Fig. 1: run 1, register map, names as in the netlist
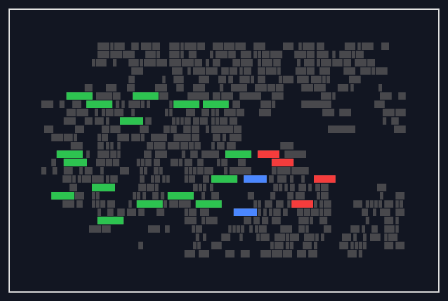
Fig. 2: run 1, wiring heat map
The die is cut into 28 by 18 equal tiles; dark blue is low, red is high, scaled to the fullest tile. Values are wire area over tile area, all layers added.
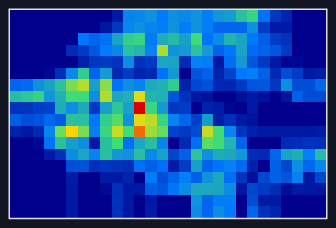
Fig. 3: run 1, placed cells, one color a class
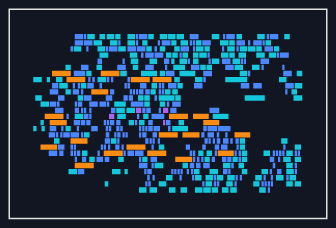
--- config.mk ---
export PLATFORM = sky130hd
export DESIGN_NAME = fetch_sequencer_flat
export DESIGN_NICKNAME = d
export VERILOG_FILES = /design/src/rtl/fetch_sequencer_if.sv /design/src/rtl/fetch_sequencer.sv /design/src/flat_wrapper.sv
export SDC_FILE = /design/constraint.sdc
export NUM_CORES = 1
export LEC_CHECK = 0
export ABC_AREA = 1
export CELL_PAD_IN_SITES_DETAIL_PLACEMENT = 0
export CELL_PAD_IN_SITES_GLOBAL_PLACEMENT = 1
export CORE_ASPECT_RATIO = 0.6
export CORE_MARGIN = 10
export CORE_UTILIZATION = 20
export CTS_BUF_LIST = sky130_fd_sc_hd__clkbuf_4
export DETAILED_ROUTE_END_ITERATION = 7
export GPL_ROUTABILITY_DRIVEN = 0
export PLACE_DENSITY = 0.74
export SYNTH_ARGS = -nofsm -noshare
export SYNTH_HDL_FRONTEND = slang
export SYNTH_SLANG_ARGS = --single-unit
--- constraint.sdc ---
create_clock -name clk -period 1.5 [get_ports clk]
set_clock_uncertainty 0.15 [all_clocks]
set_input_delay 0.15 -clock clk [delete_from_list [all_inputs] [get_ports clk]]
set_output_delay 0.15 -clock clk [all_outputs]
set_load 0.03 [all_outputs]
--- src/rtl/fetch_sequencer_if.sv ---
// Fetch-control bundle between the fetch sequencer and the fetch/decode/execute stages.
// The master side is the sequencer; the slave side is the pipeline that raises requests.
interface fetch_sequencer_if #(
    parameter int DBITS = 32
);
    logic             stall_req;
    logic             br_taken;
    logic [DBITS-1:0] br_target;
    logic             exc_req;
    logic             resume;
    logic [DBITS-1:0] inst_word;
    logic             sel_pc;
    logic [DBITS-1:0] next_pc;
    logic             pc_stay;
    logic             flush;
    logic             halted;
    logic [15:0]      redirect_cnt;

    modport master (
        input  stall_req, br_taken, br_target, exc_req, resume, inst_word,
        output sel_pc, next_pc, pc_stay, flush, halted, redirect_cnt
    );

    modport slave (
        output stall_req, br_taken, br_target, exc_req, resume, inst_word,
        input  sel_pc, next_pc, pc_stay, flush, halted, redirect_cnt
    );
endinterface

--- src/rtl/fetch_sequencer.sv ---
// Arbitrates exception/branch redirects, load-use stalls and halt parking for the fetch PC.
// PC-select and flush outputs are combinational (zero redirect latency); halted/redirect_cnt are registered.
module fetch_sequencer #(
    parameter int                 DBITS        = 32,
    parameter logic [DBITS-1:0]   HALT_WORD    = 32'hdead,
    parameter logic [DBITS-1:0]   EXC_VECTOR   = 32'h20,
    parameter int                 FLUSH_CYCLES = 2
) (
    input logic                clk,
    input logic                reset,
    fetch_sequencer_if.master  bus
);
    typedef enum logic [1:0] {
        RUN   = 2'd0,
        FLUSH = 2'd1,
        HALT  = 2'd2
    } state_t;

    localparam logic [3:0] FLUSH_LOAD  = 4'(FLUSH_CYCLES - 1);
    localparam bit         MULTI_FLUSH = (FLUSH_CYCLES > 1);

    state_t           state;
    state_t           state_nxt;
    logic [3:0]       flush_cnt;
    logic [3:0]       flush_cnt_nxt;
    logic [15:0]      redirect_cnt;
    logic             redirect;
    logic             sel_pc;
    logic [DBITS-1:0] next_pc;
    logic             pc_stay;
    logic             flush;

    assign redirect = bus.exc_req | bus.br_taken;

    always_comb begin
        sel_pc        = 1'b0;
        next_pc       = '0;
        pc_stay       = 1'b0;
        flush         = 1'b0;
        state_nxt     = state;
        flush_cnt_nxt = flush_cnt;

        if (reset) begin
            flush = 1'b1;
        end else if (redirect) begin
            // A redirect always wins: it comes from an older instruction than anything stalled or halted.
            sel_pc        = 1'b1;
            next_pc       = bus.exc_req ? EXC_VECTOR : bus.br_target;
            flush         = 1'b1;
            flush_cnt_nxt = FLUSH_LOAD;
            state_nxt     = MULTI_FLUSH ? FLUSH : RUN;
        end else begin
            unique case (state)
                RUN: begin
                    if (bus.stall_req) begin
                        pc_stay = 1'b1;
                    end else if (bus.inst_word == HALT_WORD) begin
                        pc_stay   = 1'b1;
                        state_nxt = HALT;
                    end
                end
                FLUSH: begin
                    // The fetched word is being squashed, so stalls and halt words are meaningless here.
                    flush         = 1'b1;
                    flush_cnt_nxt = flush_cnt - 4'd1;
                    if (flush_cnt <= 4'd1) begin
                        state_nxt = RUN;
                    end
                end
                HALT: begin
                    if (bus.resume) begin
                        state_nxt = RUN;
                    end else begin
                        pc_stay = 1'b1;
                    end
                end
                default: begin
                    state_nxt = RUN;
                end
            endcase
        end
    end

    always_ff @(posedge clk) begin
        if (reset) begin
            state        <= RUN;
            flush_cnt    <= 4'd0;
            redirect_cnt <= 16'd0;
        end else begin
            state     <= state_nxt;
            flush_cnt <= flush_cnt_nxt;
            if (redirect && (redirect_cnt != 16'hFFFF)) begin
                redirect_cnt <= redirect_cnt + 16'd1;
            end
        end
    end

    assign bus.sel_pc       = sel_pc;
    assign bus.next_pc      = next_pc;
    assign bus.pc_stay      = pc_stay;
    assign bus.flush        = flush;
    assign bus.halted       = (state == HALT) && !reset;
    assign bus.redirect_cnt = redirect_cnt;
endmodule

--- src/flat_wrapper.sv ---
// flat-port wrapper written by rule: the top's interface ports become plain ports
module fetch_sequencer_flat 
#(
    parameter int                 DBITS        = 32,
    parameter logic [DBITS-1:0]   HALT_WORD    = 32'hdead,
    parameter logic [DBITS-1:0]   EXC_VECTOR   = 32'h20,
    parameter int                 FLUSH_CYCLES = 2
)
  (clk, reset, bus_stall_req, bus_br_taken, bus_br_target, bus_exc_req, bus_resume, bus_inst_word, bus_sel_pc, bus_next_pc, bus_pc_stay, bus_flush, bus_halted, bus_redirect_cnt);
  fetch_sequencer_if #(.DBITS(DBITS)) bus_i ();
  input logic clk;
  input logic reset;
  input wire logic [$bits(bus_i.stall_req)-1:0] bus_stall_req;
  input wire logic [$bits(bus_i.br_taken)-1:0] bus_br_taken;
  input wire logic [$bits(bus_i.br_target)-1:0] bus_br_target;
  input wire logic [$bits(bus_i.exc_req)-1:0] bus_exc_req;
  input wire logic [$bits(bus_i.resume)-1:0] bus_resume;
  input wire logic [$bits(bus_i.inst_word)-1:0] bus_inst_word;
  output wire logic [$bits(bus_i.sel_pc)-1:0] bus_sel_pc;
  output wire logic [$bits(bus_i.next_pc)-1:0] bus_next_pc;
  output wire logic [$bits(bus_i.pc_stay)-1:0] bus_pc_stay;
  output wire logic [$bits(bus_i.flush)-1:0] bus_flush;
  output wire logic [$bits(bus_i.halted)-1:0] bus_halted;
  output wire logic [$bits(bus_i.redirect_cnt)-1:0] bus_redirect_cnt;
  assign bus_i.stall_req = bus_stall_req;
  assign bus_i.br_taken = bus_br_taken;
  assign bus_i.br_target = bus_br_target;
  assign bus_i.exc_req = bus_exc_req;
  assign bus_i.resume = bus_resume;
  assign bus_i.inst_word = bus_inst_word;
  assign bus_sel_pc = bus_i.sel_pc;
  assign bus_next_pc = bus_i.next_pc;
  assign bus_pc_stay = bus_i.pc_stay;
  assign bus_flush = bus_i.flush;
  assign bus_halted = bus_i.halted;
  assign bus_redirect_cnt = bus_i.redirect_cnt;
  fetch_sequencer #(.DBITS(DBITS), .HALT_WORD(HALT_WORD), .EXC_VECTOR(EXC_VECTOR), .FLUSH_CYCLES(FLUSH_CYCLES)) u_core (.clk(clk), .reset(reset), .bus(bus_i));
endmodule
==> impl_metrics.csv, run 1 <==
group,metric,value,unit
outcome,status,"complete, but fails checks",
outcome,violations,"negative setup slack",
synth,yosys.area_share.simple,0.405,
pwr,total_power,1570,µW
worst_setup_path,required,1200,ps
die,die_w,140,µm
sta,setup_viol,2,
cts,htreeDepth,1,
finish,syn2layout_area_growth,127,%
synth,top_area_frac,0.254,
cts,post_cts_buffers,10,
worst_setup_path,max_stage_delay,350,ps
sta,postLayoutSetupSlackWorst,-110,ps
sta,setup_tns,-124,ps
synth,synth.net_count,381,
synth,ys_cells,308,
pwr,ir_worst_vdd,331,µV
worst_setup_path,r2r_end,"u_core.bus.redirect_cnt[11]$_SDFFE_PP0P_",
worst_setup_path,crit_end,"bus_pc_stay",
pwr,swShare,0.355,
finish,nFillCells,870,
die,dieArea,0.0129,mm²
worst_setup_path,arrival,1310,ps
worst_setup_path,path_cells,"inv_2 -> nand2_2 -> or2_4 -> a21oi_4 -> buf_6",
die,die_y,92.1,µm
finish,drive_gt1_frac,0.455,
flow_run,cap_violations,0,
worst_hold_path,hp-start,"reset",
global_route,grt_pass1_wl,12200,µm
synth,synth-main-ff-cell,"dfxtp_1",
Notes on Fig. 1 above:
color	name in the netlist	flops
blue	`u_core.state`	2
green	`u_core.bus.redirect_cnt`	16
red	`u_core.flush_cnt`	4
fin util: 0.466
Seq. cell area: 493 µm²

Notes on Fig. 2 above:
tiles over half the peak	5.0%
fullest tile	0.53
emptiest ninth of the die	lower left
mean over tiles	0.094
nearly empty tiles	28%
GRT Total Usage: 0.112
vias: 2,336
DRT Wirelength: 7910 µm

Notes on Fig. 3 above:
color	class	cells	share of their area
cyan	other buffers and delay cells	174	43%
blue	combinational and other logic	279	44%
purple	clock drivers and dummy loads	4	0.69%
orange	flops	22	13%
CORE AREA: 0.00846 mm²
row count: 26
post-route cell area: 0.00394 mm²
flop share of the area: 0.125

==> run 1: routing by layer <==
metal | up-vias | GRT usage | wire length [µm]
li1 | 1245 | - | -
met1 | 1039 | 0.147 | 3580
met2 | 44 | 0.193 | 3990
met3 | 8 | 0.0263 | 312
met4 | 0 | 0.00257 | 31
met5 | - | 0 | 0
==> run 1: state kept, by name, indices dropped and copies added, names as in the netlist <==
signal	flops
u_core.state	2
u_core.bus.redirect_cnt	16
u_core.flush_cnt	4
==> run 1: area by class of cell <==
class                           count  share of cell area
Multi-Input combinational cell    211               0.357
Inverter                           68              0.0648
Tap cell                          112              0.0356
Timing Repair Buffer              174               0.410
Clock buffer                        3             0.00572
Clock inverter                      1            0.000953
Antenna cell                        1            0.000636
Sequential cell                    22               0.125
Fig. 4: run 1, the clock network
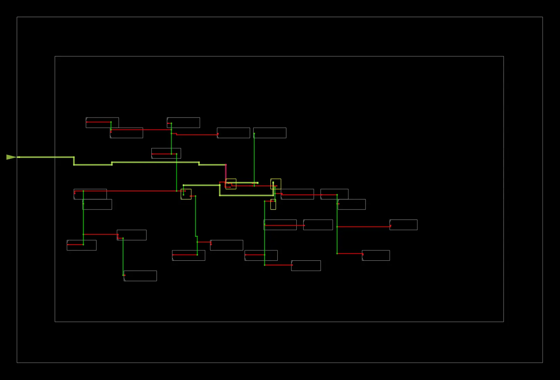

==> run 2: changes to the inputs <==
- CORE_MARGIN: 10 -> unset
Fig. 5: run 2, the clock network
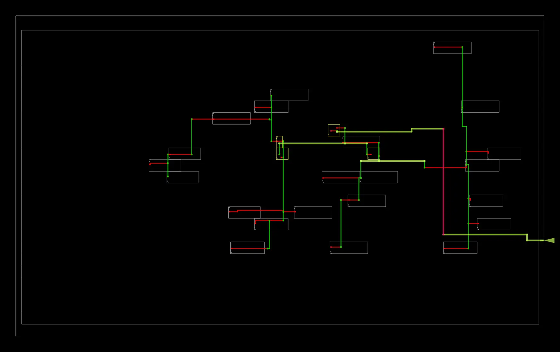
Clk power: 290 µW
Clock Sinks: 22
TritonCTS Buffers: 3
worst skew pair latency: 320 ps
flop count: 22

==> impl_metrics.csv, run 2 <==
group,metric,value,unit
outcome,violations,"negative setup slack",
synth,top_area_frac,0.254,
global_route,grt.total_usage,0.145,
synth,synth.net_count,381,
pwr,total_power,1530,µW
worst_setup_path,max_stage_delay,350,ps
sta,postLayoutSetupSlackWorst,-87.6,ps
worst_setup_path,crit_end,"bus_pc_stay",
finish,largest_reg_flops,16,
global_route,grt_pass1_wl,10500,µm
finish,logic_gates,211,
sta,setup_tns,-92.2,ps
finish,non_clock_inverter_count,68,
worst_setup_path,arrival,1290,ps
finish,nonClkBufAreaFrac,0.400,
drt,m1WireLength,3200,µm
synth,ys_cells,308,
sta,setup_viol,2,
finish,fin_util,0.485,
finish,diodes,0,
outcome,status,"complete, but fails checks",
[run 2: netlist changes by cell type in the layout (fill, tap and decap cells not counted), sizes merged]
cell | previous run | this run
buf | 92 | 90
clkbuf | 10 | 15
clkdlybuf4s15 | 15 | 9
dlygate4sd2 | 26 | 31
diode | 1 | 0
[run 2: worst max-delay path: cells and delay by family (launching register included)]
family / cells / cell delay [ps]
DFF: 1 / 350
and+or+nand+nor: 2 / 280
AOI/OAI and AO/OA: 1 / 150
buffers and inverters: 2 / 200
[run 2: kinds of logic (layout without fill, tap and decap cells)]
logic type,after synthesis,after routing,synth area share
and+or+nand+nor,174,174,0.405
buffers and inverters,75,248,0.172
AOI/OAI and AO/OA,24,24,0.0961
DFF,22,22,0.254
xor gates and xnor gates,10,10,0.0506
adders and majority gates,3,3,0.0217
Fig. 6: run 2, wiring heat map
The die is cut into 24 by 15 equal tiles; dark blue is low, red is high, scaled to the fullest tile. Values are wire area over tile area, all layers added.
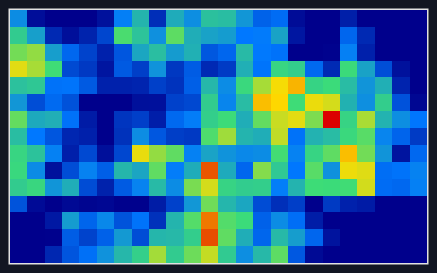

==> run 3: changes to the inputs <==
- MAX_ROUTING_LAYER: unset -> met4
Fig. 7: run 3, wiring heat map
The die is cut into 24 by 15 equal tiles; dark blue is low, red is high, scaled to the fullest tile. Values are wire area over tile area, all layers added.
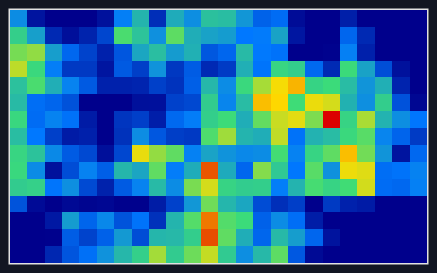
mean over tiles	0.11
nearly empty tiles	17%
tiles over half the peak	14%
fullest tile	0.41
GRT Total Usage: 0.150
WL/cell: 11.0 µm
vias: 2,337
DRT Wirelength: 6470 µm

==> impl_metrics.csv, run 3 <==
group,metric,value,unit
synth,synth.net_count,381,
worst_setup_path,worst-path-stages,5,
synth,logic_family,"simple AND/OR/NAND/NOR gates",
worst_setup_path,max_stage_delay,350,ps
synth,synthAoiAreaFrac,0.0961,
worst_setup_path,arrival,1290,ps
pwr,clk-power,290,µW
sta,postLayoutSetupSlackWorst,-87.6,ps
finish,largest_reg_flops,16,
worst_setup_path,crit_end,"bus_pc_stay",
synth,top_area_frac,0.254,
synth,ys_sh_xor,0.0506,
cts,cts_sinks,22,
global_route,grt_pass1_wl,10400,µm
outcome,violations,"negative setup slack",
sta,setup_tns,-93.2,ps
sta,setup_viol,2,
worst_setup_path,path_buffers,2,
synth,yosys.area_share.simple,0.405,
cts,clk_latency,320,ps
cts,cts_made_buffers,3,
synth,async_reset_ff_frac,0,
outcome,status,"complete, but fails checks",
synth,adder_share,0.0217,
worst_setup_path,crit_start,"u_core.state[0]$_SDFFE_PP0P_",
synth,ys_seq_share,0.254,
-- run 3: stage by stage --
stage               total power, µW  instances  utilization
global route                   1630        589        0.485
CTS                            1510        587        0.458
finish                         1530        589        0.485
global placement               1220        568        0.439
floorplan                       900        308            -
detailed placement             1230        568        0.439
-- run 3: cell type report --
class,count,area share
Multi-Input combinational cell,211,0.370
Sequential cell,22,0.124
Timing Repair Buffer,176,0.400
Clock inverter,1,0.000952
Clock buffer,3,0.00571
Inverter,68,0.0654
Tap cell,108,0.0343
-- run 3: what timing repair did --
| action | in CTS | in global routing |
|---|---|---|
| pin swaps | 31 | 46 |
| hold buffers | 0 | 0 |
| buffers inserted | 14 | 5 |
| gates resized | 83 | 85 |
| gates cloned | 1 | 1 |
| endpoints found under the setup margin | 64 | 62 |
No activity file was given, so power comes from the tool's default toggle rates.
